==> src/rtl/l1_wr_port.sv <==
// Fill-side writer for the L1 multi-stream buffer: registers L2 fill beats and tracks per-stream line state.
// Optional sticky per-stream error flags (o_err) are enabled by defining L1_WR_ERR_CHK_EN.
module l1_wr_port #(
    parameter int nstrms       = 64,
    parameter int nstrms_width = $clog2(nstrms),
    parameter int ptr_width    = 1,
    parameter int cl_size      = 8,
    parameter int clofs_width  = $clog2(cl_size),
    parameter int data_width   = 64
) (
    input  logic                            clk,
    input  logic                            reset,
    input  logic [nstrms-1:0]               i_rst,
    input  logic                            i_fill_v,
    output logic                            i_fill_r,
    input  logic [nstrms_width-1:0]         i_fill_sid,
    input  logic [data_width-1:0]           i_fill_data,
    input  logic                            i_fill_last,
    output logic                            o_wr_v,
    input  logic                            o_wr_r,
    output logic [nstrms_width-1:0]         o_wr_sid,
    output logic [ptr_width-1:0]            o_wr_ptr,
    output logic [clofs_width-1:0]          o_wr_clofs,
    output logic [data_width-1:0]           o_wr_data,
    input  logic [nstrms-1:0]               i_rel,
    output logic [nstrms*(ptr_width+1)-1:0] o_nvalid,
    output logic [nstrms-1:0]               o_single_v,
    output logic [nstrms-1:0]               o_end
`ifdef L1_WR_ERR_CHK_EN
   ,output logic [nstrms-1:0]               o_err
`endif
);

    localparam logic [ptr_width+1:0] depth_l = {1'b0, 1'b1, {ptr_width{1'b0}}};

    logic [ptr_width-1:0]    wptr_all  [nstrms];
    logic [clofs_width-1:0]  clofs_all [nstrms];
    logic [ptr_width:0]      cnt_all   [nstrms];
    logic [nstrms-1:0]       end_all;

    logic                    wr_v_reg;
    logic [nstrms_width-1:0] wr_sid_reg;
    logic [ptr_width-1:0]    wr_ptr_reg;
    logic [clofs_width-1:0]  wr_clofs_reg;
    logic [data_width-1:0]   wr_data_reg;
    logic                    wr_last_reg;
    logic                    wr_close_reg;
    logic                    wr_stale_reg;

    logic                    reg_free;
    logic                    hs;
    logic                    commit;
    logic                    live;
    logic                    pending_line;
    logic                    end_pending;
    logic [ptr_width-1:0]    sel_ptr;
    logic [clofs_width-1:0]  sel_clofs;
    logic [ptr_width:0]      sel_cnt;
    logic [ptr_width+1:0]    occ;
    logic                    full;
    logic                    sel_close;
    logic                    accept;

    always_comb begin
        reg_free     = ~wr_v_reg | o_wr_r;
        hs           = wr_v_reg & o_wr_r;
        // A beat orphaned by a restart still reaches BRAM but must not touch stream state.
        commit       = hs & ~wr_stale_reg;
        live         = wr_v_reg & ~wr_stale_reg & (wr_sid_reg == i_fill_sid);
        pending_line = live & wr_close_reg;
        end_pending  = live & wr_last_reg;
        sel_ptr      = wptr_all[i_fill_sid];
        sel_clofs    = clofs_all[i_fill_sid];
        sel_cnt      = cnt_all[i_fill_sid];
        occ          = {1'b0, sel_cnt} + {{(ptr_width+1){1'b0}}, pending_line};
        full         = (occ == depth_l);
        sel_close    = (&sel_clofs) | i_fill_last;
        i_fill_r     = reg_free & ~full & ~i_rst[i_fill_sid] & ~end_all[i_fill_sid] & ~end_pending;
        accept       = i_fill_v & i_fill_r;
    end

    always_ff @(posedge clk) begin
        if (!reset) begin
            wr_v_reg     <= 1'b0;
            wr_sid_reg   <= '0;
            wr_ptr_reg   <= '0;
            wr_clofs_reg <= '0;
            wr_data_reg  <= '0;
            wr_last_reg  <= 1'b0;
            wr_close_reg <= 1'b0;
            wr_stale_reg <= 1'b0;
        end else if (accept) begin
            wr_v_reg     <= 1'b1;
            wr_sid_reg   <= i_fill_sid;
            wr_ptr_reg   <= sel_ptr;
            wr_clofs_reg <= sel_clofs;
            wr_data_reg  <= i_fill_data;
            wr_last_reg  <= i_fill_last;
            wr_close_reg <= sel_close;
            wr_stale_reg <= 1'b0;
        end else if (hs) begin
            wr_v_reg     <= 1'b0;
            wr_stale_reg <= 1'b0;
        end else if (wr_v_reg && i_rst[wr_sid_reg]) begin
            wr_stale_reg <= 1'b1;
        end
    end

    assign o_wr_v     = wr_v_reg;
    assign o_wr_sid   = wr_sid_reg;
    assign o_wr_ptr   = wr_ptr_reg;
    assign o_wr_clofs = wr_clofs_reg;
    assign o_wr_data  = wr_data_reg;

    generate
        for (genvar gi = 0; gi < nstrms; gi++) begin : gen_strm
            logic [ptr_width-1:0]   wptr_reg;
            logic [clofs_width-1:0] clofs_reg;
            logic [ptr_width:0]     cnt_reg;
            logic                   end_reg;
            logic                   hit_in;
            logic                   inc;
            logic                   dec;

            assign hit_in = accept & (i_fill_sid == nstrms_width'(gi));
            assign inc    = commit & wr_close_reg & (wr_sid_reg == nstrms_width'(gi));
            // Releasing an empty stream is dropped so the count never wraps.
            assign dec    = i_rel[gi] & (|cnt_reg);

            always_ff @(posedge clk) begin
                if (!reset || i_rst[gi]) begin
                    wptr_reg  <= '0;
                    clofs_reg <= '0;
                    cnt_reg   <= '0;
                    end_reg   <= 1'b0;
                end else begin
                    if (hit_in) begin
                        clofs_reg <= clofs_reg + 1'b1;
                        if (sel_close)
                            wptr_reg <= wptr_reg + 1'b1;
                    end
                    cnt_reg <= cnt_reg + {{ptr_width{1'b0}}, inc} - {{ptr_width{1'b0}}, dec};
                    if (commit && wr_last_reg && wr_sid_reg == nstrms_width'(gi))
                        end_reg <= 1'b1;
                end
            end

            assign wptr_all[gi]  = wptr_reg;
            assign clofs_all[gi] = clofs_reg;
            assign cnt_all[gi]   = cnt_reg;
            assign end_all[gi]   = end_reg;
            assign o_nvalid[gi*(ptr_width+1) +: ptr_width+1] = cnt_reg;
            assign o_single_v[gi] = (cnt_reg == {{ptr_width{1'b0}}, 1'b1});
            assign o_end[gi]      = end_reg;

`ifdef L1_WR_ERR_CHK_EN
            logic err_reg;
            always_ff @(posedge clk) begin
                if (!reset || i_rst[gi])
                    err_reg <= 1'b0;
                else if ((i_rel[gi] && cnt_reg == '0) ||
                         (i_fill_v && i_fill_sid == nstrms_width'(gi) && end_reg))
                    err_reg <= 1'b1;
            end
            assign o_err[gi] = err_reg;
`endif
        end
    endgenerate

endmodule

==> config.mk <==
export PLATFORM = sky130hd
export DESIGN_NAME = l1_wr_port
export DESIGN_NICKNAME = d
export VERILOG_FILES = /design/src/rtl/l1_wr_port.sv
export SDC_FILE = /design/constraint.sdc
export NUM_CORES = 1
export LEC_CHECK = 0
export CAP_MARGIN = 20
export CORE_ASPECT_RATIO = 1.4
export CORE_MARGIN = 3
export CORE_UTILIZATION = 60
export CTS_CLUSTER_SIZE = 30
export DETAILED_ROUTE_END_ITERATION = 8
export DONT_BUFFER_PORTS = 1
export PLACE_DENSITY = 0.83
export SLEW_MARGIN = 30
export SYNTH_ARGS = -nofsm -noshare
export SYNTH_HDL_FRONTEND = slang
export SYNTH_SLANG_ARGS = --single-unit
==> constraint.sdc <==
create_clock -name clk -period 18.7 [get_ports clk]
set_input_delay 3.74 -clock clk [delete_from_list [all_inputs] [get_ports clk]]
set_output_delay 3.74 -clock clk [all_outputs]
set_load 0.01 [all_outputs]
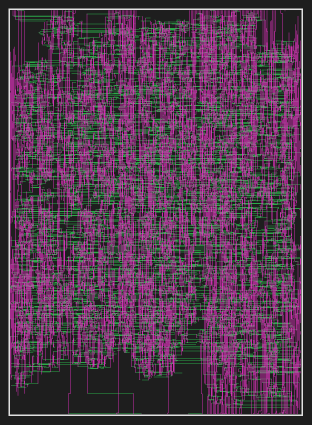
Fig. 1. Metal layers overlaid.
Drawn at 1.5 px/um. Two of the layers only.
Key: magenta = met2 [wire length 50.4 mm]; green = met1 [wire length 37.2 mm]

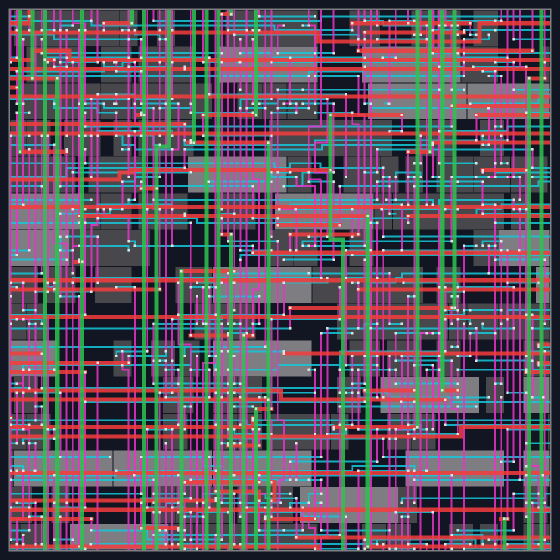
Fig. 2. Layout detail.
Window x 77 to 117, y 115 to 155 um. Cells in grey, sequential cells in the stronger grey; small squares are vias.
Key: red = met3; cyan = met1; green = met4; magenta = met2
Most frequent: a21oi_1 (18), dfxtp_1 (18), nand2_1 (13). Sequential cells in the window: 18. Netlist names of flops here include `gen_strm.clofs_reg` (13), `gen_strm.wptr_reg` (4). 121 logic cells have their middle in the window.

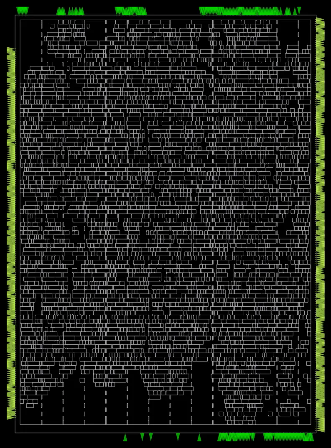
Fig. 3. Cell placement.
# fillers: 4024
Seq cells: 526
Row Count: 96
Layout Cells excl Fill: 3790
Core ar.: 0.0490 sq mm

==> results.sh <==
# flow metrics
export IMPL_status="finished clean"
export IMPL_cts_setup_buffers=0
export IMPL_drive_above_1_share_pct=10.3
export IMPL_hold_ws_ps=481
export IMPL_area_dominant_class="logic gates"
export IMPL_cts_sinks=526
export IMPL_nNetsFinal=3507
export IMPL_worstHoldEndpoint="gen_strm[62].clofs_reg[1]"
export IMPL_cts_tree="built"
export IMPL_ys_ff=526
export IMPL_arrival_ps=6870
export IMPL_cp_data_required_time_ps=14960
export IMPL_route_vias_total=26800
export IMPL_ys_warn_count=0
export IMPL_die_w_um=194
export IMPL_via_per_inst=7.07
export IMPL_top_power_group="registers"
export IMPL_hold_viol=0
export IMPL_clk_pin_slew_ps=70
export IMPL_final_clkbuf_count=72
export IMPL_setup_ws_ps=8090
export IMPL_synth_seq_area_share_pct=35.3
export IMPL_clkLatencyLatePin_ps=630
export IMPL_placement_io_buffers=0
export IMPL_pwr_share_seq_pct=45.9
export IMPL_post_place_ws_ps=8290
export IMPL_r2r_start="gen_strm[55].cnt_reg[0]"
export IMPL_met1_usage_pct=46.7
export IMPL_holdCritStartpoint="gen_strm[62].clofs_reg[1]"
export IMPL_largest_reg_flops=192
export IMPL_end_kind="output port"
export IMPL_cts_max_path_buffers=3
export IMPL_max_freq_mhz=94.3
export IMPL_top_layer_used="met4"
export IMPL_power_leakage_uw=0.0121
export IMPL_path_common_cell="mux4_2"
export IMPL_power_density_mw_per_mm2=79.8
export IMPL_finalCritPeriodShare_pct=56.7
export IMPL_taps=637
export IMPL_drv_slew=0
export IMPL_worst_pin_slew_ps=1110
export IMPL_clock_power_uw=1160
export IMPL_setup_tns_ps=0
export IMPL_slowest_stage="mux4_2"
export IMPL_period_minus_slack_ps=10610
export IMPL_use_met3_pct=15.3
export IMPL_firstDrtPassIters=9
export IMPL_regArea_sq_mm=0.0105
export IMPL_ys_types=62
export IMPL_syn_area_sq_mm=0.0298
export IMPL_lay_top_count="dfxtp_1"
export IMPL_overflow=0
export IMPL_wire_per_inst_um=30.0
export IMPL_top_cells_by_area="dfxtp_1, mux4_2, ha_1, a21oi_1, nor2_1"
export IMPL_seq_share_pct=33.4
export IMPL_synthAoiAreaFrac_pct=14.5
export IMPL_r2r_setup_slack_ps=12850
export IMPL_place_area_sq_mm=0.0296
export IMPL_top_area_cell="dfxtp_1"
export IMPL_ctsHoldBuffers=0
export IMPL_cp_slowest_stage_delay_ps=610
export IMPL_place_congestion=0.992
export IMPL_path_cells="mux4_2, mux4_2, mux4_2, ha_1, ha_1, a21oi_1, nand2_1, nor3_1"
export IMPL_cp_endpoint="i_fill_r"
export IMPL_m1WireLength_um=37200
export IMPL_maxCapViolCount=0
export IMPL_grt_usage_pct=41.6
export IMPL_p_comb_uw=198
export IMPL_start_kind="input port"
export IMPL_drtIter0Drc=2753
export IMPL_crit_start="i_fill_sid[1]"
export IMPL_multi_input_comb_cells=2365
export IMPL_ant_nets=0
